`config.mk`:
```
export PLATFORM = sky130hd
export DESIGN_NAME = uart_echo_fifo
export DESIGN_NICKNAME = d
export VERILOG_FILES = /design/src/rtl/uart_echo_fifo_pkg.sv /design/src/rtl/uart_echo_fifo_sync_fifo.sv /design/src/rtl/uart_echo_fifo.sv
export SDC_FILE = /design/constraint.sdc
export NUM_CORES = 1
export LEC_CHECK = 0
export CORE_UTILIZATION = 53
export DETAILED_ROUTE_END_ITERATION = 7
export PLACE_DENSITY = 0.77
export SYNTH_ARGS = -nofsm -noshare
export SYNTH_HDL_FRONTEND = slang
export SYNTH_HIERARCHICAL = 1
export SYNTH_SLANG_ARGS = --single-unit
```
`constraint.sdc`:
```
create_clock -name clk -period 3.8 [get_ports clk]
set_clock_uncertainty 0.2 [all_clocks]
set_input_delay 1.14 -clock clk [delete_from_list [all_inputs] [get_ports clk]]
set_output_delay 1.14 -clock clk [all_outputs]
set_load 0.02 [all_outputs]
```
`src/rtl/uart_echo_fifo_pkg.sv`:
```
// Shared encodings for the UART echo path: operating modes, FSM states and
// the ASCII constants used by the upper-case transform.
package uart_echo_pkg;

   typedef enum logic [1:0] {
      MODE_ECHO  = 2'b00,
      MODE_UPPER = 2'b01,
      MODE_HOLD  = 2'b10,
      MODE_FLUSH = 2'b11
   } mode_e;

   typedef enum logic {
      RX_IDLE = 1'b0,
      RX_ACK  = 1'b1
   } rx_state_e;

   typedef enum logic [1:0] {
      TX_IDLE  = 2'b00,
      TX_START = 2'b01,
      TX_BUSY  = 2'b10
   } tx_state_e;

   localparam logic [7:0] ASCII_LOWER_A = 8'h61;
   localparam logic [7:0] ASCII_LOWER_Z = 8'h7A;
   localparam logic [7:0] ASCII_CASE_OFS = 8'h20;

endpackage

```
`src/rtl/uart_echo_fifo_sync_fifo.sv`:
```
// Single-clock FIFO with occupancy count and a one-cycle flush.
// Head data is presented combinationally; storage is deliberately not reset.
module sync_fifo #(
   parameter int DATA_W = 8,
   parameter int DEPTH  = 16
) (
   input  logic                         clk,
   input  logic                         rst_n,
   input  logic                         push_i,
   input  logic [DATA_W-1:0]            wr_data_i,
   input  logic                         pop_i,
   input  logic                         flush_i,
   output logic [DATA_W-1:0]            rd_data_o,
   output logic [$clog2(DEPTH+1)-1:0]   count_o,
   output logic                         full_o,
   output logic                         empty_o
);
   localparam int AW = $clog2(DEPTH);
   localparam int CW = $clog2(DEPTH + 1);

   logic [DATA_W-1:0] mem_q [DEPTH];
   logic [AW-1:0]     wr_ptr_q, wr_ptr_d;
   logic [AW-1:0]     rd_ptr_q, rd_ptr_d;
   logic [CW-1:0]     count_q, count_d;
   logic              do_push, do_pop;

   assign full_o    = (count_q == CW'(DEPTH));
   assign empty_o   = (count_q == '0);
   assign do_push   = push_i && !full_o && !flush_i;
   assign do_pop    = pop_i && !empty_o && !flush_i;
   assign rd_data_o = mem_q[rd_ptr_q];
   assign count_o   = count_q;

   // Pointers wrap naturally because DEPTH is a power of two.
   always_comb begin
      wr_ptr_d = wr_ptr_q;
      rd_ptr_d = rd_ptr_q;
      count_d  = count_q;
      if (flush_i) begin
         wr_ptr_d = '0;
         rd_ptr_d = '0;
         count_d  = '0;
      end else begin
         if (do_push) wr_ptr_d = wr_ptr_q + AW'(1);
         if (do_pop)  rd_ptr_d = rd_ptr_q + AW'(1);
         if (do_push && !do_pop)      count_d = count_q + CW'(1);
         else if (do_pop && !do_push) count_d = count_q - CW'(1);
      end
   end

   always_ff @(posedge clk) begin
      if (!rst_n) begin
         wr_ptr_q <= '0;
         rd_ptr_q <= '0;
         count_q  <= '0;
      end else begin
         wr_ptr_q <= wr_ptr_d;
         rd_ptr_q <= rd_ptr_d;
         count_q  <= count_d;
      end
   end

   always_ff @(posedge clk) begin
      if (do_push) mem_q[wr_ptr_q] <= wr_data_i;
   end

endmodule

```
`src/rtl/uart_echo_fifo.sv`:
```
// Echoes characters from a UART receiver to a UART transmitter through a FIFO,
// with upper-case, hold and flush modes plus overflow and traffic counters.
module uart_echo_fifo
   import uart_echo_pkg::*;
#(
   parameter int DATA_W = 8,
   parameter int DEPTH  = 16,
   parameter int CNT_W  = $clog2(DEPTH + 1)
) (
   input  logic              clk,
   input  logic              rst_n,
   input  logic [DATA_W-1:0] rx_data,
   input  logic              rx_new,
   output logic              rx_read,
   input  logic              tx_busy,
   output logic              tx_load,
   output logic [DATA_W-1:0] tx_data,
   input  logic [1:0]        mode,
   input  logic              ovf_clr,
   output logic [CNT_W-1:0]  fifo_count,
   output logic              overflow,
   output logic [15:0]       rx_total
);
   localparam int FCW = $clog2(DEPTH + 1);

   mode_e             mode_s;
   rx_state_e         rx_state_q;
   tx_state_e         tx_state_q;
   logic              rx_read_q, tx_load_q, start_idle_q, overflow_q;
   logic [DATA_W-1:0] tx_data_q, wr_data, head;
   logic [15:0]       rx_total_q;
   logic [FCW-1:0]    fcount;
   logic              full, empty, push, drop, pop, flush;

   function automatic logic [DATA_W-1:0] to_upper(input logic [DATA_W-1:0] c);
      logic [7:0] b;
      b = 8'(c);
      if (DATA_W == 8 && b >= ASCII_LOWER_A && b <= ASCII_LOWER_Z)
         return DATA_W'(b - ASCII_CASE_OFS);
      return c;
   endfunction

   assign mode_s  = mode_e'(mode);
   assign flush   = (mode_s == MODE_FLUSH);
   // The acknowledge cycle is the write cycle; flush acks but discards.
   assign push    = rx_read_q && !full && !flush;
   assign drop    = rx_read_q && full && !flush;
   assign pop     = (tx_state_q == TX_IDLE) && !empty && !tx_busy &&
                    (mode_s == MODE_ECHO || mode_s == MODE_UPPER);
   assign wr_data = (mode_s == MODE_UPPER) ? to_upper(rx_data) : rx_data;

   sync_fifo #(
      .DATA_W (DATA_W),
      .DEPTH  (DEPTH)
   ) u_fifo (
      .clk       (clk),
      .rst_n     (rst_n),
      .push_i    (push),
      .wr_data_i (wr_data),
      .pop_i     (pop),
      .flush_i   (flush),
      .rd_data_o (head),
      .count_o   (fcount),
      .full_o    (full),
      .empty_o   (empty)
   );

   always_ff @(posedge clk) begin
      if (!rst_n) begin
         rx_state_q <= RX_IDLE;
         rx_read_q  <= 1'b0;
      end else begin
         case (rx_state_q)
            RX_IDLE: begin
               rx_read_q <= rx_new;
               if (rx_new) rx_state_q <= RX_ACK;
            end
            RX_ACK: begin
               rx_read_q <= 1'b0;
               if (!rx_new) rx_state_q <= RX_IDLE;
            end
            default: begin
               rx_read_q  <= 1'b0;
               rx_state_q <= RX_IDLE;
            end
         endcase
      end
   end

   // TX_START gives the transmitter two cycles to raise busy before giving up.
   always_ff @(posedge clk) begin
      if (!rst_n) begin
         tx_state_q   <= TX_IDLE;
         tx_load_q    <= 1'b0;
         tx_data_q    <= '0;
         start_idle_q <= 1'b0;
      end else begin
         tx_load_q <= 1'b0;
         case (tx_state_q)
            TX_IDLE: begin
               if (pop) begin
                  tx_load_q    <= 1'b1;
                  tx_data_q    <= head;
                  start_idle_q <= 1'b0;
                  tx_state_q   <= TX_START;
               end
            end
            TX_START: begin
               if (tx_busy)           tx_state_q   <= TX_BUSY;
               else if (start_idle_q) tx_state_q   <= TX_IDLE;
               else                   start_idle_q <= 1'b1;
            end
            TX_BUSY: begin
               if (!tx_busy) tx_state_q <= TX_IDLE;
            end
            default: tx_state_q <= TX_IDLE;
         endcase
      end
   end

   always_ff @(posedge clk) begin
      if (!rst_n) begin
         overflow_q <= 1'b0;
         rx_total_q <= '0;
      end else begin
         if (drop)         overflow_q <= 1'b1;
         else if (ovf_clr) overflow_q <= 1'b0;
         if (push) rx_total_q <= rx_total_q + 16'd1;
      end
   end

   assign rx_read    = rx_read_q;
   assign tx_load    = tx_load_q;
   assign tx_data    = tx_data_q;
   assign overflow   = overflow_q;
   assign rx_total   = rx_total_q;
   assign fifo_count = CNT_W'(fcount);

endmodule

```
==> images/congestion_map.png <==
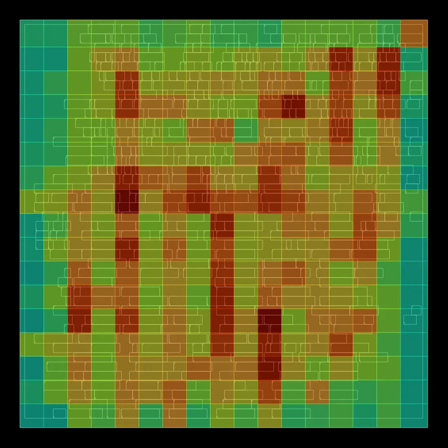
busiest grt layer: met2
grt met3 use: 5.019%

==> images/gates.png <==
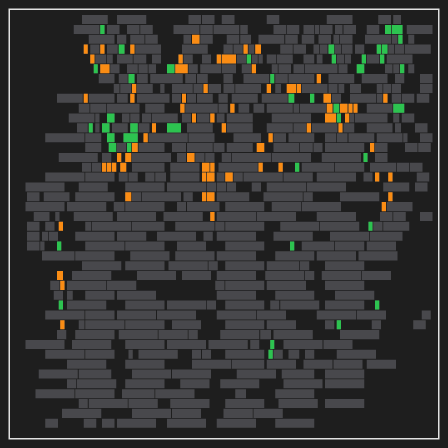
- green: nand cells (cells 42)
- orange: nor cells (cells 69)

==> run notes <==
run results: Final ANT Viol Nets 0, yosys xor share 1.834%, Synth flops 176, first-pass GRT wire length 23.81 mm, routed vias 4235, Die ar. 13980 sq um, crit-path cells clkdlybuf4s50_1 -> or4_4 -> nor2_4 -> o21ai_4 -> or2_4 -> ha_4 -> inv_4 -> fa_2 -> nand3_1 -> a211o_1 -> a211oi_2 -> a31o_2, WP data required 3.97 ns, GRT Util Overall 22.86%, Final Hold Vio Count 0, Pleak 0.002877 uW, Hold Crit Class register to register, count leader, synth edfxtp_1, Root Buffer Master clkbuf_16, most frequent logic cell in the layout edfxtp_1, CTS tree yes, routed len/inst 19.46 um, layout cells sized above 1 23.02%, Initial Util 54.30%, Peak VDD IR 354.1 uV, Slew @ Worst Pin 0.9389 ns, maximum clock insertion buffer count 2, pre-CTS setup slack -0.2580 ns, biggest area cells edfxtp_1 54%, dfxtp_1 13%, mux4_2 10%, Final setup violation count 0, commonest cells in the synthesized netlist 128 x edfxtp_1, 48 x dfxtp_1, 48 x nor2_1, Final period util 96.30%, row cnt 42, Latency at later pin 0.43 ns, critical path endpoint category register, critical path peak fanout 5, CP Buf/Inv Count 2, outcome complete, no violations, CP Launch Type primary input, routability cong. 0.8143, DRC errors left 0, Synth-to-Final Area Change 20.91%, Slew Limit Fails 0, main flop type edfxtp_1, # IOs 47, power density over the cells 445.9 nW/um^2, CTS H-Tree Depth 4, simple share 9.661%, Post-CTS Setup Bufs 0, TritonRoute pass-1 iters 4, Die Y 118.2 um, syn nets 495, signal arrival time at the worst endpoint 3.83 ns, width of the die 118.2 um, MaxCap Viol Count 0, tool warnings 29, synth unique cells 54, main logic family after synthesis multiplexers, largest net degree at the start of global routing 25, EDFF count, synth 128, Area leader share 53.67%, cell type with the largest total area edfxtp_1, diodes inserted 0, fin crit period 3.660 ns, final worst slack 0.1405 ns, ys cells 468, WL final 14.50 mm, Final nets 583, CTS Sinks 176, CTS buffer count 17, drt initial violations 351, Slew headroom 37.18%, grt total ovfl 0, Mapped Area 7162 sq um, Ys Warns 6, Max stage delay cell, worst path or4_4, Worst-path clk slew 0.06 ns, Syn Area/Cell 15.30 sq um, I/O Buffers 46, Critical Path Max Stage Delay 0.54 ns, cells after synthesis 468, vias in the first global route 4374, Core Area 13190 sq um, Resize count post-CTS 0, cts-stage hold buffer count 0, initial antenna violation count 0, cell class contributing the biggest share of worst-path delay simple AND/OR/NAND/NOR gates, crit path kind primary input to register, most numerous logic cells after layout 128 x edfxtp_1, 48 x nor2_1, 47 x dfxtp_1, Synth mux share 11.60%, Adder Area Share 2.201%, Post-synth seq share 67.09%, RSZ-0062 raised after global routing false, Hold WS 0.1913 ns, DR vias/cell 5.685, post-DP HPWL 9.776 mm, Post-synth ARST share 0%, AND-OR/OR-AND Cells, Area Fraction 5.678%, Max Clk Rate 273.3 MHz, yosys stat area 7162 sq um
==> images/class_map.png <==
Scale bar: 20 um.
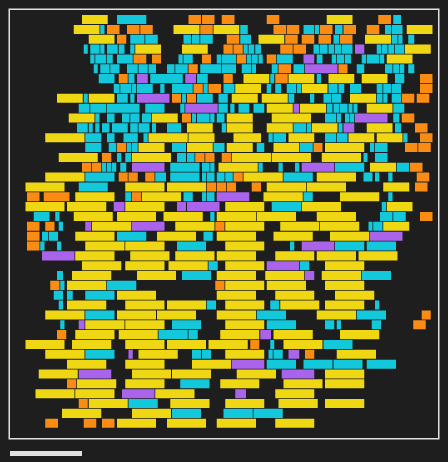
- purple: clock drivers and dummy loads (cells 32; share of their area 6.4%)
- cyan: remaining logic cells (cells 272; share of their area 27%)
- yellow: registers (cells 176; share of their area 57%)
- orange: remaining buffers and delay cells (cells 89; share of their area 9.4%)

[power breakdown]
part           internal (uW)  switching, uW  leakage, uW  total (uW)
Clock                    840            727     0.000258        1570
Combinational           94.5            113      0.00108         207
Sequential              2070           15.2      0.00154        2090
[state kept, by name, indices dropped and copies added, names as in the netlist, named ones only]
register and flops:
u_fifo/mem_q 128, rx_total 16, tx_data 8, u_fifo/count_o 5, u_fifo/rd_ptr_q 4, u_fifo/wr_ptr_q 4, tx_state_q 2, overflow 1
rx_read 1, rx_state_q 1, start_idle_q 1, tx_load 1
[metrics by stage]
step	TNS [ns]	cell area, sq um	std cells	total power, uW	utilization [%]
4_1_cts	0	8660	745	3884	65.65
3_3_place_gp	-0.3597	8123	713	2326	61.58
3_5_place_dp	-0.5351	8123	713	2335	61.58
6_report	0	8660	745	3861	65.65
5_1_grt	0	8660	745	3979	65.65
2_1_floorplan	0	7207	468	2243	-
[final timing paths]
path                     startpoint           endpoint  slack [ns]  cells after the start
setup / recovery            tx_busy  u_fifo/count_o[4]        0.14                     12
hold / removal           rx_state_q            rx_read        0.19                      1
setup reg to reg  u_fifo/count_o[0]  u_fifo/count_o[4]        0.60                     13
hold reg to reg          rx_state_q            rx_read        0.19                      1
[layer usage]
layer  track usage [%]  vias to the layer above  wire [um]
met5                 0                        -          0
met4             7.933                        0        235
met3             5.019                       22        710
met2             37.57                      119       7478
met1             30.20                     2129       6077
li1                  -                     1965          -
[area by class of cell]
type	count	area, sq um
clock buffers	17	425.4
clock inverters	15	111.4
fillers	902	4531
inverters	10	40.04
multi-input cells	262	2261
flip-flops and latches	176	4806
well taps	176	220.2
repair buffers	89	795.8
No activity file was given, so power comes from the tool's default toggle rates.
